## src/rtl/tap_ctrl_param.sv

```systemverilog
// tap_ctrl_param: parametrised 1149.1-style TAP controller.
// 16-state TAP FSM, IR_WIDTH-bit instruction register and four data
// registers (bypass, IDCODE, boundary scan, user) selected by the active
// instruction. Any cycle spent in Test-Logic-Reset holds the controller in
// its reset configuration, whether reached through TRST or through TMS.
module tap_ctrl_param #(
    parameter int unsigned IR_WIDTH   = 4,
    parameter int unsigned BSR_WIDTH  = 8,
    parameter int unsigned USER_WIDTH = 16,
    parameter logic [31:0] IDCODE_VAL = 32'h1234_5679
) (
    input  logic                  TCK,
    input  logic                  TRST,
    input  logic                  TMS,
    input  logic                  TDI,
    output logic                  TDO,
    output logic                  tdo_en,
    output logic [3:0]            state,
    output logic [IR_WIDTH-1:0]   ir_out,
    input  logic [BSR_WIDTH-1:0]  bsr_pins_in,
    output logic [BSR_WIDTH-1:0]  bsr_update_out,
    output logic [USER_WIDTH-1:0] user_out,
    output logic                  test_mode,
    output logic                  capture_dr,
    output logic                  shift_dr,
    output logic                  update_dr,
    output logic                  shift_ir,
    output logic                  update_ir
);

    typedef enum logic [3:0] {
        TLR    = 4'd0,  RTI    = 4'd1,
        SEL_DR = 4'd2,  CAP_DR = 4'd3,  SH_DR  = 4'd4,  EX1_DR = 4'd5,
        PAU_DR = 4'd6,  EX2_DR = 4'd7,  UPD_DR = 4'd8,
        SEL_IR = 4'd9,  CAP_IR = 4'd10, SH_IR  = 4'd11, EX1_IR = 4'd12,
        PAU_IR = 4'd13, EX2_IR = 4'd14, UPD_IR = 4'd15
    } tap_state_e;

    typedef enum logic [1:0] {DR_BSR, DR_IDCODE, DR_USER, DR_BYPASS} dr_sel_e;

    localparam logic [IR_WIDTH-1:0] OP_EXTEST  = IR_WIDTH'(0);
    localparam logic [IR_WIDTH-1:0] OP_SAMPLE  = IR_WIDTH'(1);
    localparam logic [IR_WIDTH-1:0] OP_INTEST  = IR_WIDTH'(2);
    localparam logic [IR_WIDTH-1:0] OP_IDCODE  = IR_WIDTH'(3);
    localparam logic [IR_WIDTH-1:0] OP_USER    = IR_WIDTH'(4);
    localparam logic [IR_WIDTH-1:0] IR_CAPTURE = IR_WIDTH'(1);

    tap_state_e            state_q, state_d;
    dr_sel_e               dr_sel;
    logic                  clear;
    logic [IR_WIDTH-1:0]   ir_shift;
    logic [BSR_WIDTH-1:0]  bsr_shift;
    logic [31:0]           id_shift;
    logic [USER_WIDTH-1:0] user_shift;
    logic                  bypass_reg;

    // Registers are cleared on every edge that lands in (or stays in) TLR,
    // so they read as reset for the whole time the FSM sits there.
    assign clear = TRST || (state_d == TLR);

    // State register; TRST wins over TMS on the same edge.
    // NOTE: sequential state uses non-blocking (<=) so every flop samples
    // pre-edge values; blocking (=) here would create order-dependent races.
    always_ff @(posedge TCK) begin
        if (TRST) state_q <= TLR;
        else      state_q <= state_d;
    end

    // Next-state logic: standard 1149.1 TMS graph.
    // NOTE: state_d gets a default before the case so no path leaves it
    // unassigned, which would otherwise infer a latch.
    always_comb begin
        state_d = state_q;
        case (state_q)
            TLR:    state_d = TMS ? TLR    : RTI;
            RTI:    state_d = TMS ? SEL_DR : RTI;
            SEL_DR: state_d = TMS ? SEL_IR : CAP_DR;
            CAP_DR: state_d = TMS ? EX1_DR : SH_DR;
            SH_DR:  state_d = TMS ? EX1_DR : SH_DR;
            EX1_DR: state_d = TMS ? UPD_DR : PAU_DR;
            PAU_DR: state_d = TMS ? EX2_DR : PAU_DR;
            EX2_DR: state_d = TMS ? UPD_DR : SH_DR;
            UPD_DR: state_d = TMS ? SEL_DR : RTI;
            SEL_IR: state_d = TMS ? TLR    : CAP_IR;
            CAP_IR: state_d = TMS ? EX1_IR : SH_IR;
            SH_IR:  state_d = TMS ? EX1_IR : SH_IR;
            EX1_IR: state_d = TMS ? UPD_IR : PAU_IR;
            PAU_IR: state_d = TMS ? EX2_IR : PAU_IR;
            EX2_IR: state_d = TMS ? UPD_IR : SH_IR;
            UPD_IR: state_d = TMS ? SEL_DR : RTI;
        endcase
    end

    // Instruction decode to data-register select; unknown codes act as BYPASS.
    always_comb begin
        dr_sel = DR_BYPASS;
        case (ir_out)
            OP_EXTEST, OP_SAMPLE, OP_INTEST: dr_sel = DR_BSR;
            OP_IDCODE:                       dr_sel = DR_IDCODE;
            OP_USER:                         dr_sel = DR_USER;
            default:                         dr_sel = DR_BYPASS;
        endcase
    end

    // Instruction register: capture pattern, right shift, update to ir_out.
    always_ff @(posedge TCK) begin
        if (clear) begin
            ir_shift <= '0;
            ir_out   <= OP_IDCODE;
        end else begin
            case (state_q)
                CAP_IR:  ir_shift <= IR_CAPTURE;
                SH_IR:   ir_shift <= {TDI, ir_shift[IR_WIDTH-1:1]};
                UPD_IR:  ir_out   <= ir_shift;
                default: ;
            endcase
        end
    end

    // Data shift registers: only the selected one captures or shifts.
    always_ff @(posedge TCK) begin
        if (clear) begin
            bsr_shift  <= '0;
            id_shift   <= '0;
            user_shift <= '0;
            bypass_reg <= 1'b0;
        end else if (state_q == CAP_DR) begin
            case (dr_sel)
                DR_BSR:    bsr_shift  <= bsr_pins_in;
                DR_IDCODE: id_shift   <= IDCODE_VAL;
                DR_USER:   user_shift <= user_out;
                default:   bypass_reg <= 1'b0;
            endcase
        end else if (state_q == SH_DR) begin
            case (dr_sel)
                DR_BSR:    bsr_shift  <= {TDI, bsr_shift[BSR_WIDTH-1:1]};
                DR_IDCODE: id_shift   <= {TDI, id_shift[31:1]};
                DR_USER:   user_shift <= {TDI, user_shift[USER_WIDTH-1:1]};
                default:   bypass_reg <= TDI;
            endcase
        end
    end

    // Update latches, written only while leaving Update-DR.
    always_ff @(posedge TCK) begin
        if (clear) begin
            bsr_update_out <= '0;
            user_out       <= '0;
        end else if (state_q == UPD_DR) begin
            case (dr_sel)
                DR_BSR:  bsr_update_out <= bsr_shift;
                DR_USER: user_out       <= user_shift;
                default: ;
            endcase
        end
    end

    // Serial output: LSB of whichever register is shifting, else 0.
    always_comb begin
        TDO = 1'b0;
        if (state_q == SH_IR) begin
            TDO = ir_shift[0];
        end else if (state_q == SH_DR) begin
            case (dr_sel)
                DR_BSR:    TDO = bsr_shift[0];
                DR_IDCODE: TDO = id_shift[0];
                DR_USER:   TDO = user_shift[0];
                default:   TDO = bypass_reg;
            endcase
        end
    end

    assign state      = state_q;
    assign tdo_en     = (state_q == SH_IR) || (state_q == SH_DR);
    assign test_mode  = (ir_out == OP_EXTEST) || (ir_out == OP_INTEST);
    assign capture_dr = (state_q == CAP_DR);
    assign shift_dr   = (state_q == SH_DR);
    assign update_dr  = (state_q == UPD_DR);
    assign shift_ir   = (state_q == SH_IR);
    assign update_ir  = (state_q == UPD_IR);

endmodule

```

## config.mk

```make
export PLATFORM = sky130hd
export DESIGN_NAME = tap_ctrl_param
export DESIGN_NICKNAME = d
export VERILOG_FILES = /design/src/rtl/tap_ctrl_param.sv
export SDC_FILE = /design/constraint.sdc
export NUM_CORES = 1
export LEC_CHECK = 0
export ABC_AREA = 1
export CAP_MARGIN = 20
export CORE_MARGIN = 3
export CORE_UTILIZATION = 56
export DETAILED_ROUTE_END_ITERATION = 16
export PLACE_DENSITY_LB_ADDON = 0.2
export SYNTH_ARGS = -nofsm -noshare
export SYNTH_HDL_FRONTEND = slang
export SYNTH_SLANG_ARGS = --single-unit
export TNS_END_PERCENT = 5
```

## constraint.sdc

```tcl
create_clock -name TCK -period 1.85 [get_ports TCK]
set_clock_uncertainty 0.05 [all_clocks]
set_input_delay 0.37 -clock TCK [delete_from_list [all_inputs] [get_ports TCK]]
set_output_delay 0.37 -clock TCK [all_outputs]
set_load 0.03 [all_outputs]
```

Figure 1. Clock wires, drivers and flops (run 1).
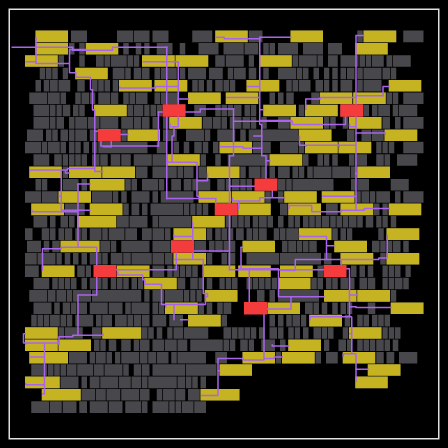
[red] clock-net drivers | count: 9
[purple] clock wires | length: 1010 microns
[yellow] flip-flops | count: 93
routed clock nets: 10

Figure 2. Cell area per tile (run 1).
9 x 9 tiles, from dark blue (low) to red (high), 0 to 100% covered.
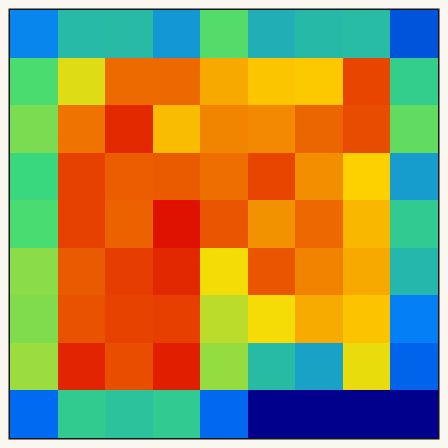
densest ninth of the die: middle
emptiest ninth of the die: bottom right
fullest tile: 98%
tiles over 75% full: 51%
nearly empty tiles: 4.9%

Figure 3. Congestion heat map (run 1).
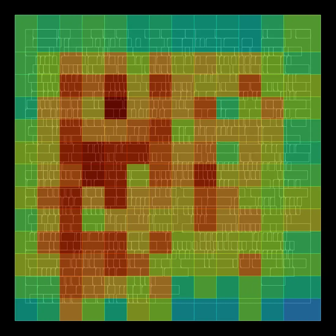
GRT Total Usage: 21.6%
layer with the highest usage: met2
met2 Track Usage GR: 37.9%
drt wl/cell: 14.4 microns

==> results.toml, run 1 <==
# generated from flow reports
[layout]
nNonClkBuffers = 97
layout.cells.non_filler = 837
comb_cells = 414
largest_reg_flops = 32
fin_util_pct = 79.6
fillCellCount = 496
syn2layout_area_growth_pct = 35.3
clock_area_share_pct = 4.16
inverters = 118
comb_area_share_pct = 36.4
largestRegisters = "id_shift: 32 flops, user_out: 16 flops, user_shift: 16 flops"
seq_area_share_pct = 32.0
layout_top_cell = "nand2_1"
clock_buffers = 9
antennaDiodeCount = 0
regMostFlops = "id_shift"
multiInputGateArea_sq_um = 2150
largest_class = "combinational gates"
final_cell_mix = "233 x nand2_1, 107 x inv_1, 85 x dfxtp_1, 30 x nand3_1, 30 x buf_4"
final_nets = 745
layout.nonclk_buf_share_pct = 17.6
design.seq.count = 93
stdcell_area_sq_um = 5900

[floorplanning]
dieArea_sq_um = 8870
io-pin-count = 52
core_sq_um = 7410
taps = 99
die_w_microns = 94.2
rows = 31
initCoreUtil_pct = 58.8

[synthesis]
aoi_share_pct = 11.4
post_synth_inst_count = 654
ys_top_logic_family = "simple AND/OR/NAND/NOR gates"
synth_flops = 93
synth-adder-area-share_pct = 0
edf_count = 0
syn-cell-area_sq_um = 4360
ys_types = 23
syn_avg_cell_area_sq_um = 6.66
async_flop_share_pct = 0
synthSimpleGateAreaFrac_pct = 28.5
ys.flop_type = "dfxtp_1"
yosys_area_sq_um = 4360
netlist_top_cells_count = "253 x nand2_1, 115 x inv_1, 93 x dfxtp_1"
top_area_share_pct = 42.7
synth_stat.cells = 654
top_cell = "nand2_1"
syn_nets = 666
yosysWarnings = 0
top_cells_by_area = "dfxtp_1 43%, nand2_1 22%, inv_1 9.9%, nand3_1 4.1%, mux2_2 3.9%"
ys_seq_share_pct = 42.7
ys_sh_xor_pct = 0
synth_top_cell_by_area = "dfxtp_1"
ys_sh_mux_pct = 3.88

[final_timing]
finalCritPeriodShare_pct = 111
setup_viol = 84
final_max_slew_viol_count = 0
final.setup.tns_ns = -3.15
whs_ns = 0.472
post-route-min-period_ns = 2.05
tightest_slew_ns = 0.504
timing.fmax_mhz = 487
rsz0062_at_grt = "yes"
slew_headroom_pct = 66.3
finalHoldViolCount = 0
worst_slack_ns = -0.205

[critical_path]
worst_ep_arrival_time_ns = 1.63
crit_type = "reg -> out"
crit_slowest_cell = "dfxtp_4"
start_kind = "register"
cp_top_family = "flip-flops"
crit_chain = "nor2_2 > nand3_2 > inv_2 > nor2_4 > o2bb2ai_2 > o21ai_1 > nand2_1 > buf_6"
slowest_delay_ns = 0.38
cp-end-kind = "output port"
crit_fanout = 4
critPathRequiredTime_ns = 1.43
cp_num_buf_inv = 2

[route]
wl_met2_microns = 5930
highest_layer = "met4"
ant_nets = 0
wl_met1_microns = 4950
avgViaCountPerCell = 5.28
wl_met3_microns = 844
wirelength_microns = 12000
dr.pass1.iters = 4
drcViolationCount = 0
drtIter0Drc = 374

[pwr]
internal_power_mw = 3.12
p_leak_nw = 3.67
power_density_nw_per_um2 = 704
clockPowerShare_pct = 39.4
p_total_mw = 4.15
power.switching_mw = 1.03
ir_drop_v = 0.000500
seqPwrFrac_pct = 48.4
pwr-share-comb_pct = 12.2
swShare_pct = 24.9

[clocking]
numCtsBuffers = 9
cts_setup_buffers = 1
cts-root-buf = "clkbuf_8"
cts_resized = 38
clock_latency_ns = 0.36
clock-sinks = 93
cts_tree = "yes"
cts-htree-levels = 3
holdBufCountCts = 0

[run]
cap_violations = 0
warnings = 29

[run_status]
outcome = "finished, violations left"
violations = "negative setup slack"

[grt]
grt_pass1_wl_microns = 15600
grt_max_degree = 72
grtUsageMet1_pct = 25.4
antenna_found_initial = 0
gr-total-overflow = 0
grt_pass1_vias = 3721
met3_usage_pct = 5.93

[hold_path]
hp-class = "reg -> reg"

[place]
dp_slack_ns = -0.183
place_inst = 799
portBuffers = 51
dpl_cell_area_sq_um = 5080
dp_hpwl_microns = 6170
run 1: final timing paths:
path,startpoint,end,slack [ns],cells past startpoint
worst max register to register,state[2],bsr_shift[5],-0.10,12
worst max-delay path,ir_out[3],TDO,-0.20,8
worst min-delay path,ir_shift[0],ir_out[0],0.47,2
worst min register to register,ir_shift[0],ir_out[0],0.47,2
run 1: power by group through the flow:
stage / Sequential (mW) / Combinational (mW) / Clock (mW)
global route: 2.01 / 0.529 / 1.74
floorplan: 2.07 / 0.188 / 0
global placement: 2.06 / 0.308 / 0
detailed placement: 2.06 / 0.307 / 0
CTS: 2.01 / 0.312 / 1.66
finish: 2.01 / 0.507 / 1.64
==> run 1 -> run 2 <==
--- a/config.mk
+++ b/config.mk
@@ -13,2 +13,3 @@
 export PLACE_DENSITY_LB_ADDON = 0.2
+export RECOVER_POWER = 50
 export SYNTH_ARGS = -nofsm -noshare
==> constraint.sdc (replaced) <==
create_clock -name TCK -period 1.85 [get_ports TCK]
set_clock_uncertainty 0.05 [all_clocks]
set_input_delay 0.185 -clock TCK [delete_from_list [all_inputs] [get_ports TCK]]
set_output_delay 0.185 -clock TCK [all_outputs]
set_load 0.03 [all_outputs]
Figure 4. Clock wires, drivers and flops (run 2).
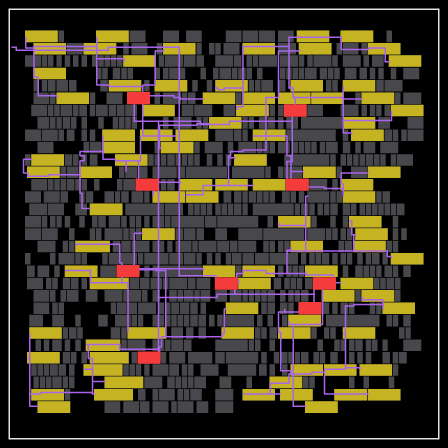
[purple] clock wires | length: 1130 microns
[red] clock-net drivers | count: 9
[yellow] flip-flops | count: 93
flops lie: widely spread

==> results.toml, run 2 <==
# generated from flow reports
[hold_path]
min_to = "state[3]"
hp-class = "in -> reg"
hp-start = "TRST"
hold_path_depth = 2

[synthesis]
synth_stat.cells = 654
ys.flop_type = "dfxtp_1"
edf_count = 0
async_flop_share_pct = 0
top_cell = "nand2_1"
synth_flops = 93
top_area_share_pct = 42.7
syn_nets = 666
syn-cell-area_sq_um = 4360
ys_types = 23
post_synth_inst_count = 654
top_cells_by_area = "dfxtp_1 43%, nand2_1 22%, inv_1 9.9%, nand3_1 4.1%, mux2_2 3.9%"
synth_top_cell_by_area = "dfxtp_1"
yosys_area_sq_um = 4360
yosysWarnings = 0
syn_avg_cell_area_sq_um = 6.66
netlist_top_cells_count = "253 x nand2_1, 115 x inv_1, 93 x dfxtp_1"
ys_seq_share_pct = 42.7

[floorplanning]
dieArea_sq_um = 8870
core_sq_um = 7410
io-pin-count = 52
die_w_microns = 94.2
die_h_microns = 94.2
taps = 99
initCoreUtil_pct = 58.8
rows = 31

[pwr]
p_leak_nw = 3.38
pwr-share-comb_pct = 14.8
top_power_group = "registers"
p_total_mw = 4.16
p_seq_mw = 2.01
clockPowerShare_pct = 36.9
power.switching_mw = 1.07
powerClk_mw = 1.54
internal_power_mw = 3.09
ir_drop_v = 0.000575
swShare_pct = 25.8
comb_power_mw = 0.614
seqPwrFrac_pct = 48.3
power_density_nw_per_um2 = 713

[layout]
fillCellCount = 516
clock_area_share_pct = 3.79
layout.cells.non_filler = 837
final_nets = 746
syn2layout_area_growth_pct = 34.0
comb_cells = 415
layout.nonclk_buf_share_pct = 18.7
drive_gt1_share_pct = 17.8
antennaDiodeCount = 0
fin_util_pct = 78.8
nNonClkBuffers = 97
clock_buffers = 10
largestRegisters = "id_shift: 32 flops, user_out: 16 flops, user_shift: 16 flops"
layout_top_cell = "nand2_1"
flop_area_sq_um = 1890
comb_area_share_pct = 35.4
final_cell_mix = "246 x nand2_1, 109 x inv_1, 85 x dfxtp_1, 43 x clkdlybuf4s50_1, 32 x nand3_1"
seq_area_share_pct = 32.3
largest_reg_flops = 32
largest_class = "combinational gates"
stdcell_area_sq_um = 5840
design.seq.count = 93
regMostFlops = "id_shift"
multiInputGateArea_sq_um = 2060
inverters = 118

[route]
dr.pass1.iters = 5
ant_nets = 0
vias = 4348
detail_route.wl_per_cell_microns = 14.3
drtIter0Drc = 247
avgViaCountPerCell = 5.19
wirelength_microns = 12000
drcViolationCount = 0

[critical_path]
cp_top_family = "simple AND/OR/NAND/NOR gates"
r2r.worst_path.cells = 12
slowest_delay_ns = 0.38
cp.depth = 12
worst_ep_arrival_time_ns = 2.08
start_kind = "register"
crit_type = "reg -> reg"
crit_slowest_cell = "dfxtp_4"
cp_num_buf_inv = 5
crit_fanout = 10
crit_end = "id_shift[0]"
reg2reg_from = "state[1]"
crit_top_cell = "inv_1"
cp-startpoint = "state[1]"
r2r_end = "id_shift[0]"
crit_chain = "inv_1 > nor2_1 > nand2_1 > inv_1 > nor2_4 > nand3_2 > o21bai_4 > buf_6 > nand3_4 > clkbuf_16 > nand2_1 > inv_1"
critPathRequiredTime_ns = 2.07
cp-end-kind = "register"
r2r_slack_ns = -0.02

[clocking]
numCtsBuffers = 9
cts_max_path_buffers = 2
clkTransAtPathRegs_ns = 0.09
clock_latency_ns = 0.37
cts_resized = 21
cts-htree-levels = 3
clock-sinks = 93
holdBufCountCts = 0
cts_setup_buffers = 1
cts_tree = "yes"
cts-root-buf = "clkbuf_8"

[grt]
grt_max_degree = 39
grt_pass1_vias = 3708
grt_pass1_wl_microns = 16300
antenna_found_initial = 0
gr-total-overflow = 0
grt_util_all_layers_pct = 22.7

[final_timing]
post-route-min-period_ns = 1.87
rsz0062_at_grt = "yes"
slew_headroom_pct = 76.0
worst_slack_ns = -0.0156
finalHoldViolCount = 0
final.setup.tns_ns = -0.0664
final_max_slew_viol_count = 0
setup_viol = 10
finalCritPeriodShare_pct = 101
whs_ns = 0.410
timing.fmax_mhz = 536
tightest_slew_ns = 0.359

[run_status]
violations = "negative setup slack"
outcome = "finished, violations left"

[run]
warnings = 28
cap_violations = 0

[place]
portBuffers = 51
dpl_cell_area_sq_um = 5060
place_inst = 798
dp_hpwl_microns = 6280
dp_slack_ns = -0.0714
Figure 5. Signal wires by layer (run 2).
Scale bar: 20 microns.
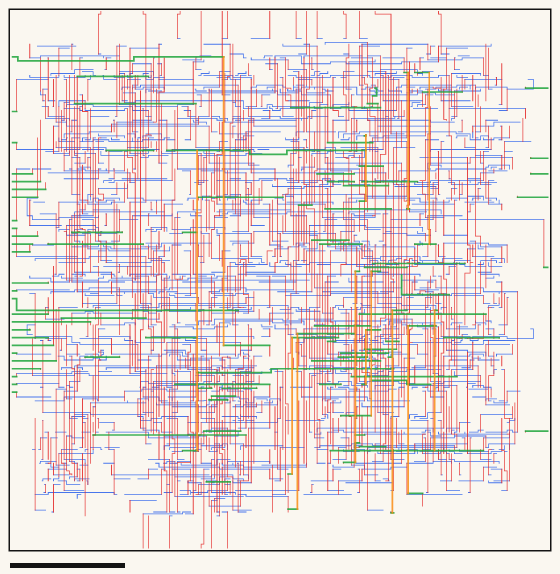
[red] M2 | wire length: 5830 microns
[orange] M4 | wire length: 379 microns
[green] M3 | wire length: 783 microns
[blue] M1 | wire length: 5000 microns

-- run 2: netlist changes by cell type in the layout (fill, tap and decap cells not counted), moves of 5 or more --
cell / delta
dlygate4sd2_1: -11
nand2_1: +13
nand2_2: -10
dlymetal6s2s_1: -13
buf_4: -5
clkdlybuf4s50_1: +25
-- run 2: cell families after synthesis --
kind of cell	count (synthesis)	synth area share, %
AND/OR/NAND/NOR	314	28.5
buffers and inverters	147	13.5
flip-flops	93	42.7
AND-OR/OR-AND	85	11.4
multiplexers	15	3.88
-- run 2: layer usage --
layer | vias to the layer above | track usage, % | part of all wire, %
li1 | 2150 | - | -
met4 | 0 | 9.15 | 3.2
met1 | 1999 | 28.5 | 42
met2 | 166 | 38.7 | 49
met3 | 33 | 3.77 | 6.5
met5 | - | 0 | 0
==> run 2 -> run 3 <==
Settings changed: SKIP_CTS_REPAIR_TIMING set to 1.
Figure 6. Clock wires, drivers and flops (run 3).
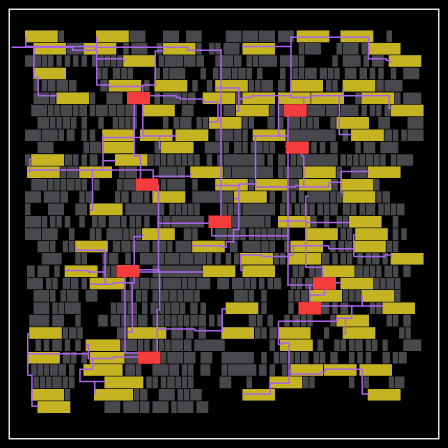
[purple] clock wires | length: 1050 microns
[yellow] flip-flops | count: 93
[red] clock-net drivers | count: 9
flops lie: widely spread

==> results.toml, run 3 <==
# generated from flow reports
[synthesis]
post_synth_inst_count = 654
top_cell = "nand2_1"
async_flop_share_pct = 0
syn_avg_cell_area_sq_um = 6.66
yosysWarnings = 0
ys_top_logic_family = "simple AND/OR/NAND/NOR gates"
ys_sh_mux_pct = 3.88
netlist_top_cells_count = "253 x nand2_1, 115 x inv_1, 93 x dfxtp_1"
synth_flops = 93
synthSimpleGateAreaFrac_pct = 28.5
aoi_share_pct = 11.4
synth_top_cell_by_area = "dfxtp_1"
syn-cell-area_sq_um = 4360
yosys_area_sq_um = 4360
ys_seq_share_pct = 42.7
edf_count = 0
ys_sh_xor_pct = 0

[layout]
largest_reg_flops = 32
antennaDiodeCount = 0
final_cell_mix = "246 x nand2_1, 110 x inv_1, 86 x dfxtp_1, 33 x nand3_1, 27 x o21ai_0"
fillCellCount = 568
layout_top_cell = "nand2_1"
regMostFlops = "id_shift"
drive_gt1_share_pct = 14.8
largestRegisters = "id_shift: 32 flops, user_out: 16 flops, user_shift: 16 flops"
flop_area_sq_um = 1880
stdcell_area_sq_um = 5540
syn2layout_area_growth_pct = 27.1
fin_util_pct = 74.8

[final_timing]
worst_slack_ns = -0.0447
final.setup.tns_ns = -0.0455
tightest_slew_ns = 0.376
post-route-min-period_ns = 1.89
final_max_slew_viol_count = 0
rsz0062_at_grt = "yes"
setup_viol = 2
timing.fmax_mhz = 528

[floorplanning]
die_w_microns = 94.2
io-pin-count = 52
rows = 31
core_sq_um = 7410
initCoreUtil_pct = 58.8
dieArea_sq_um = 8870

[clocking]
numCtsBuffers = 9
cts-htree-levels = 3
cts_tree = "yes"
cts-root-buf = "clkbuf_8"
clkTransAtPathRegs_ns = 0.09
clock_latency_ns = 0.36
clock-sinks = 93
cts_max_path_buffers = 2

[run]
cap_violations = 0
warnings = 28

[hold_path]
hp-start = "TRST"

[critical_path]
reg2reg_from = "state[2]"
start_kind = "register"
cp_num_buf_inv = 3
crit_chain = "inv_1 > nand3_1 > inv_2 > nor2_1 > o2bb2ai_1 > o21ai_1 > nand2_1 > buf_4"
worst_ep_arrival_time_ns = 1.66
cp-end-kind = "output port"
cp_top_family = "flip-flops"
cp-startpoint = "ir_out[1]"

[pwr]
top_power_group = "registers"
seqPwrFrac_pct = 51.0
internal_power_mw = 2.98
p_total_mw = 3.95
swShare_pct = 24.6
comb_power_mw = 0.425
p_leak_nw = 3.35
p_seq_mw = 2.01
pwr-share-comb_pct = 10.8
ir_drop_v = 0.000440

[grt]
grt_util_all_layers_pct = 21.6
grt_pass1_vias = 3635
grtUsageMet2_pct = 37.5
grt.busiest_layer = "met2"
met3_usage_pct = 3.45

[route]
wirelength_microns = 10200
wl_met3_microns = 445
wl_met1_microns = 4640
drtIter0Drc = 195
ant_nets = 0
dr.pass1.iters = 5
highest_layer = "met4"
drcViolationCount = 0
detail_route.wl_per_cell_microns = 12.4
avgViaCountPerCell = 4.99

[run_status]
violations = "negative setup slack"
outcome = "finished, violations left"

[place]
dp_hpwl_microns = 6280
dp_slack_ns = -0.0714
dpl_cell_area_sq_um = 5060
portBuffers = 51
place_inst = 798
Figure 7. Gate-type map (run 3).
Scale bar: 20 microns.
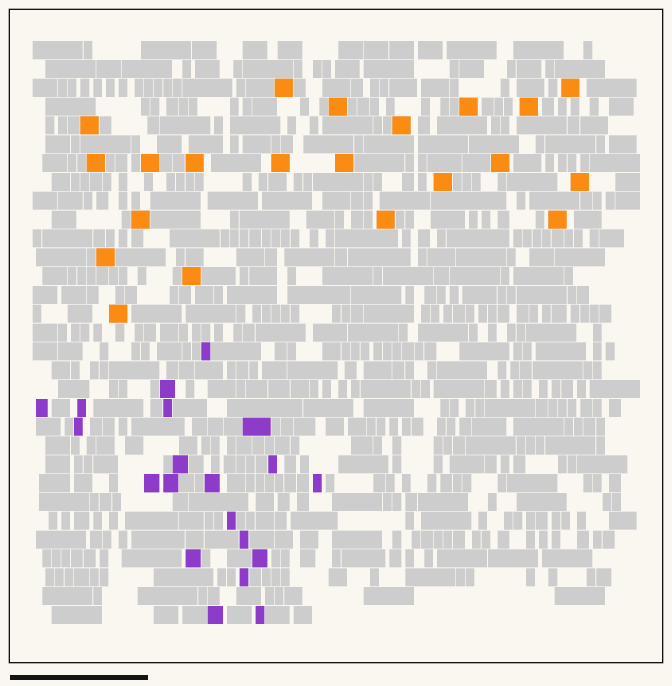
[orange] non-inverting ao/oa cells | cells: 21 | most used: a21o_1
[purple] nor cells | cells: 20 | most used: nor2_1

-- run 3: cell count changes in the layout (fill, tap and decap cells not counted), sizes merged, moves of 2 or more --
| cell | previous run | this run |
|---|---|---|
| buf | 45 | 31 |
| clkdlybuf4s50 | 43 | 25 |
| dlygate4sd3 | 0 | 18 |
| dlymetal6s2s | 0 | 2 |
-- run 3: final timing paths --
kind                        to  slack, ns  depth (start not counted)
setup / recovery           TDO      -0.04                          8
hold / removal        state[3]       0.38                          2
setup reg to reg  id_shift[20]          0                         11
hold reg to reg   id_shift[14]       0.49                          4
-- run 3: final cells by class --
class	count	area share [%]
timing repair buffer	82	15.8
clock buffer	10	2.48
inverter	118	8.13
multi-input combinational	414	35.9
sequential	93	34.0
clock inverter	5	1.51
tap	99	2.24
Power figures rest on the tool's default switching activity, not on a simulated workload.
